--- src/rtl/disp_load_ctrl.sv ---
// Display load controller: arbitrates two digit-word requesters and a clear
// request, then writes 8 digits to the display register file one per cycle.
module disp_load_ctrl (
  input  logic        clk,
  input  logic        reset,
  input  logic        req0_valid,
  input  logic [31:0] req0_data,
  output logic        req0_ready,
  input  logic        req1_valid,
  input  logic [31:0] req1_data,
  output logic        req1_ready,
  input  logic        clr_req,
  output logic [3:0]  num,
  output logic [2:0]  sel,
  output logic        write,
  output logic        busy,
  output logic        done
);

  typedef enum logic [1:0] {
    IDLE  = 2'd0,
    LOAD  = 2'd1,
    CLEAR = 2'd2
  } st_t;

  st_t         state, state_n;
  logic [2:0]  cnt, cnt_n;
  logic [31:0] data, data_n;
  logic        pend_q, pend_n;
  logic        last, last_n;
  logic        enter_clr;
  logic        pend;
  logic        g0, g1;
  logic        hs0, hs1;

  logic [3:0]  num_d;
  logic [2:0]  sel_d;
  logic        write_d, busy_d, done_d;

  // A clear pulse seen this cycle already counts as pending.
  assign pend = pend_q | clr_req;

  always_comb begin
    g0 = 1'b0;
    g1 = 1'b0;
    if (state == IDLE && !reset && !pend) begin
      if (req0_valid && req1_valid) begin
        g0 = last;
        g1 = !last;
      end else begin
        g0 = req0_valid;
        g1 = req1_valid;
      end
    end
  end

  assign req0_ready = g0;
  assign req1_ready = g1;
  assign hs0 = g0 & req0_valid;
  assign hs1 = g1 & req1_valid;

  always_ff @(posedge clk) begin
    if (reset) begin
      state  <= IDLE;
      cnt    <= 3'd0;
      data   <= 32'd0;
      pend_q <= 1'b0;
      last   <= 1'b1;
    end else begin
      state  <= state_n;
      cnt    <= cnt_n;
      data   <= data_n;
      pend_q <= pend_n;
      last   <= last_n;
    end
  end

  always_comb begin
    state_n   = state;
    cnt_n     = cnt;
    data_n    = data;
    last_n    = last;
    enter_clr = 1'b0;
    unique case (state)
      IDLE: begin
        if (pend) begin
          state_n   = CLEAR;
          cnt_n     = 3'd0;
          enter_clr = 1'b1;
        end else if (hs0) begin
          state_n = LOAD;
          cnt_n   = 3'd0;
          data_n  = req0_data;
          last_n  = 1'b0;
        end else if (hs1) begin
          state_n = LOAD;
          cnt_n   = 3'd0;
          data_n  = req1_data;
          last_n  = 1'b1;
        end
      end
      LOAD, CLEAR: begin
        if (cnt == 3'd7) begin
          cnt_n = 3'd0;
          // A clear queued behind a sequence starts without an idle gap.
          if (pend) begin
            state_n   = CLEAR;
            enter_clr = 1'b1;
          end else begin
            state_n = IDLE;
          end
        end else begin
          cnt_n = cnt + 3'd1;
        end
      end
      default: begin
        state_n = IDLE;
        cnt_n   = 3'd0;
      end
    endcase
    pend_n = enter_clr ? 1'b0 : pend;
  end

  always_comb begin
    num_d   = num;
    sel_d   = sel;
    write_d = 1'b0;
    busy_d  = 1'b0;
    done_d  = 1'b0;
    if (state_n != IDLE) begin
      write_d = 1'b1;
      busy_d  = 1'b1;
      sel_d   = cnt_n;
      done_d  = (cnt_n == 3'd7);
      num_d   = (state_n == LOAD) ? data_n[{cnt_n, 2'b00} +: 4] : 4'd0;
    end
  end

  always_ff @(posedge clk) begin
    if (reset) begin
      num   <= 4'd0;
      sel   <= 3'd0;
      write <= 1'b0;
      busy  <= 1'b0;
      done  <= 1'b0;
    end else begin
      num   <= num_d;
      sel   <= sel_d;
      write <= write_d;
      busy  <= busy_d;
      done  <= done_d;
    end
  end

endmodule
--- config.mk ---
export PLATFORM = sky130hd
export DESIGN_NAME = disp_load_ctrl
export DESIGN_NICKNAME = d
export VERILOG_FILES = /design/src/rtl/disp_load_ctrl.sv
export SDC_FILE = /design/constraint.sdc
export NUM_CORES = 1
export LEC_CHECK = 0
export CORE_ASPECT_RATIO = 0.8
export CORE_MARGIN = 4
export CORE_UTILIZATION = 45
export DETAILED_ROUTE_END_ITERATION = 7
export PLACE_DENSITY = 0.77
export SETUP_SLACK_MARGIN = 0.05
export SYNTH_ARGS = -nofsm -noshare
export SYNTH_HDL_FRONTEND = slang
export SYNTH_SLANG_ARGS = --single-unit
--- constraint.sdc ---
create_clock -name clk -period 3.1 [get_ports clk]
set_clock_uncertainty 0.1 [all_clocks]
set_input_delay 0.62 -clock clk [delete_from_list [all_inputs] [get_ports clk]]
set_output_delay 0.62 -clock clk [all_outputs]
set_load 0.1 [all_outputs]
Figure 1. Routing congestion.
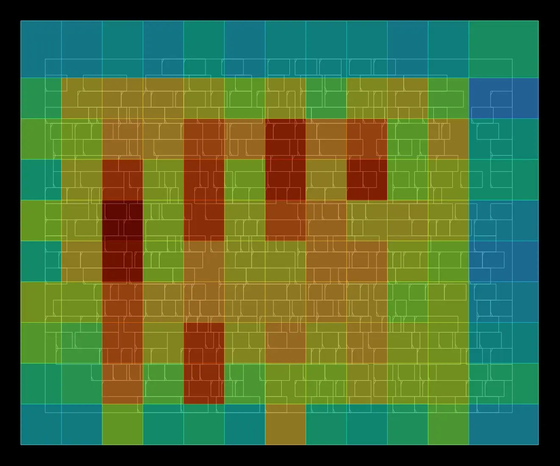
WL per Instance: 17.7 um
all-layer global routing usage: 23.3%
Core Util, Final: 71.7%
GR Util met2: 34.2%

Figure 2. Selected gate families.
Drawn at 6 px/um.
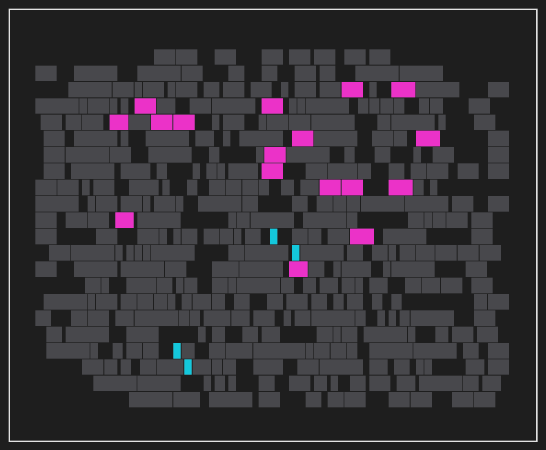
Key: magenta = non-inverting ao/oa cells [cells 17]; cyan = inv cells [cells 4]

Figure 3. Met2 routing.
Drawn at 3 px/um. Cells faint in the background.
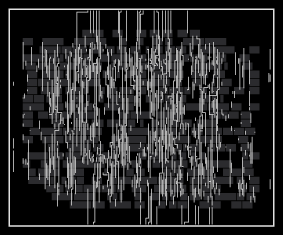
The wires run mostly vertical. The longest straight run is 32.3 um. The layer holds 44% of the routed length.
DR vias: 2431
final wirelength: 7.23 mm

Figure 4. The metal 3 layer.
Drawn at 3 px/um.
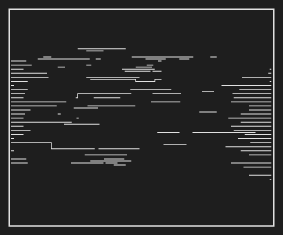
The layer carries 771 um of wire. The longest straight run is 20.7 um. The wires run mostly horizontal. The layer holds 11% of the routed length. 78 nets have wire on it.
met3 usage: 6.90%

Figure 5. Sizing map.
Drawn at 6 px/um.
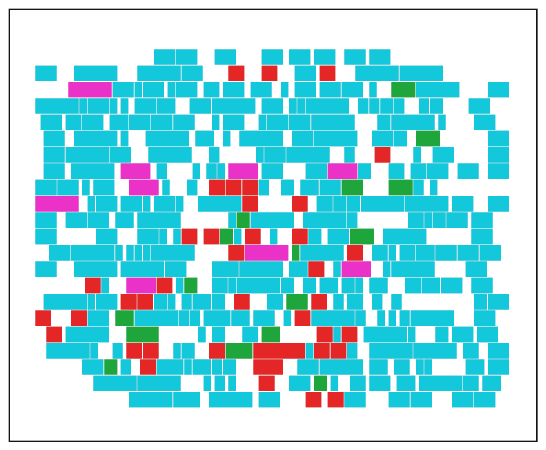
Key: red = x3 and x4 [cells 39, share 11%]; cyan = x1 and smaller [cells 285, share 82%]; magenta = x6 and larger [cells 9, share 2.6%]; green = x2 [cells 16, share 4.6%]

## metrics by stage
stage | worst slack, ns | setup TNS, ns | cells | power, W | utilization (%)
after floorplan | 0.205 | 0 | 250 | 0.00104 | -
after global placement | 0.00704 | 0 | 401 | 0.00128 | 69.8
after detailed placement | -0.125 | -0.205 | 401 | 0.00128 | 69.8
after CTS | 0.155 | 0 | 409 | 0.00166 | 71.7
after global routing | 0.0714 | 0 | 409 | 0.00174 | 71.7
final | 0.148 | 0 | 409 | 0.00166 | 71.7
## power by group through the flow
stage / Combinational [W] / Sequential [W] / Clock [W]
floorplan: 0.000295 / 0.000742 / 0
global placement: 0.000585 / 0.000694 / 0
detailed placement: 0.000588 / 0.000694 / 0
CTS: 0.000597 / 0.000680 / 0.000383
global route: 0.000647 / 0.000685 / 0.000410
finish: 0.000599 / 0.000681 / 0.000383
## cells in the final DEF, fill, tap and decap left out, drive strengths merged, types with 3 or more instances in the layout
cell type,netlist,layout
o21bai,5,5
a21oi,9,9
o21ai,3,3
or2,4,4
ha,4,4
a222oi,13,13
inv,3,3
nor2b,6,6
o22ai,8,8
a221oi,3,3
buf,10,40
clkbuf,7,8
o221a,4,4
mux2i,5,5
nand2,9,9
nor3,14,14
nor2,45,45
dfxtp,48,48
clkdlybuf4s50,0,68
nand3b,6,6
o221ai,6,6
## per-layer routing
layer / vias up / global-route usage, % / wire length, um
met1: 1127 / 33.1 / 3240
met4: 0 / 6.30 / 68
li1: 1164 / - / -
met3: 10 / 6.90 / 771
met5: - / 0 / 0
met2: 130 / 34.2 / 3150
## state kept, by name, summed over array words and instances (netlist names)
name and count:
num 4, sel 3, last 1, busy 1, state 2, done 1
cnt 3, data 32, pend_q 1
## worst min path at each step
stage                     slack, ns             endpoint  cells after the start
after floorplan                0.34  data[15]$_SDFF_PP0_                      2
after global placement         0.34  data[31]$_SDFF_PP0_                      2
after detailed placement       0.36  data[15]$_SDFF_PP0_                      2
after CTS                      0.37  data[15]$_SDFF_PP0_                      2
after global routing           0.38  data[15]$_SDFF_PP0_                      2
final                          0.36  data[15]$_SDFF_PP0_                      2
## layout make-up
type	instances	share of cell area, %
multi-input cells	181	36.4
repair buffers	108	30.0
flip-flops and latches	48	28.3
clock buffers	8	2.65
well taps	60	2.21
inverters	4	0.442
## critical path, stage by stage
cell	delay (ns)
clkdlybuf4s50_1	0.51
nor4b_4	0.41
nand3_2	0.17
inv_2	0.29
buf_12	0.22
## cell families (layout without fill, tap and decap cells)
family / Yosys count / after routing / synth area share (%)
compound gates: 77 / 77 / 27.9
fa+ha+maj: 4 / 4 / 2.19
buf+inv: 21 / 120 / 4.00
flops: 48 / 48 / 42.0
mux: 5 / 5 / 2.19
simple gates: 95 / 95 / 21.7
## cells in the mapped netlist (all sizes together), types with 2 or more instances
cell,n
a221oi,3
a2111oi,2
or2,4
a22oi,2
nor4b,2
inv,3
a31oi,2
o22ai,8
nor3b,2
buf,10
mux2i,5
a21oi,9
a311o,2
nand2b,2
dfxtp,48
a32oi,2
a221o,2
o21ai,3
ha,4
clkbuf,7
a22o,2
o21bai,5
nor2,45
o311a,2
o211a,2
nand3b,6
nor3,14
o221ai,6
nand3,2
nor2b,6
nand2,9
a222oi,13
o221a,4
==> notes.md <==
Implementation results. The clock passes through at most 2 buffers. The first global-routing pass estimated ~12 mm of wire. The highest supply drop recorded on VDD is roughly 320 uV. Clock edge transition at the registers on the reported setup and hold paths landed at approximately 0.080 ns. Counting cells, the worst reg-to-reg path comes to 9.

Layout cell share with drive strength beyond 1 landed at 18.3%. Per the breakdown, switching nets consume around a third of all power. The H-tree was split into 2 levels. The main area contributors are dfxtp_1 42%, nor2_1 7.2%, a222oi_1 5.7%, nor3_1 3.1%, o221ai_1 2.3%. A synthesized cell averages 9.14 sq um.

Portion of the clock cycle consumed by the worst path in the final layout landed at 95.2%. The later pin in the worst-skew pair is clocked with a latency of around 0.30 ns. Counting flops with a built-in enable in the synthesized netlist gives 0. Layout filler cell count landed at 393. Slew at the pin closest to its max-slew limit landed at ~0.75 ns. The path class of the tightest hold or removal check is reg2reg. Sequential area share after synthesis landed at a little over two fifths. The largest total area in the synthesized netlist belongs to dfxtp_1. Estimated wirelength of the detail-placed design landed at 5.29 mm. The launch point of the worst register-to-register path is recorded as state[0]$_SDFF_PP0_.

Area of the mapped netlist landed at ~2300 sq um. The die is 71.8 um tall. Part of the total power dissipated in the clock network landed at between 20% and 30%. Data arrival at the endpoint of the critical path landed at about 2.2 ns. Subtracting the final worst setup slack from the clock period gives 2.95 ns. Number of DRC violations after detailed routing landed at 0. For this run, the leading register cell type out of synthesis is dfxtp_1.

Max-cap violations in this run came to 0. The flow ran to the end, and the final reports show no timing, DRC or antenna violations. Per the hold report, the tightest min-delay path originates at data[15]$_SDFF_PP0_. The die is 87.7 um wide.

Post-CTS timing repair inserted 0 buffers for setup. According to the Yosys statistics, the synthesized design has a chip area of around 2300 sq um. Share of synthesized registers carrying an async set or reset landed at 0%. Power share of the sequential group landed at 40.9%. STA classifies the critical path endpoint as a primary output.

Placed standard-cell area landed at 3300 sq um. Area used by multi-input combinational logic landed at 1230 sq um. For this block, the initial DRC count from the detailed router was between 200 and 300.
Power figures rest on the tool's default switching activity, not on a simulated workload.
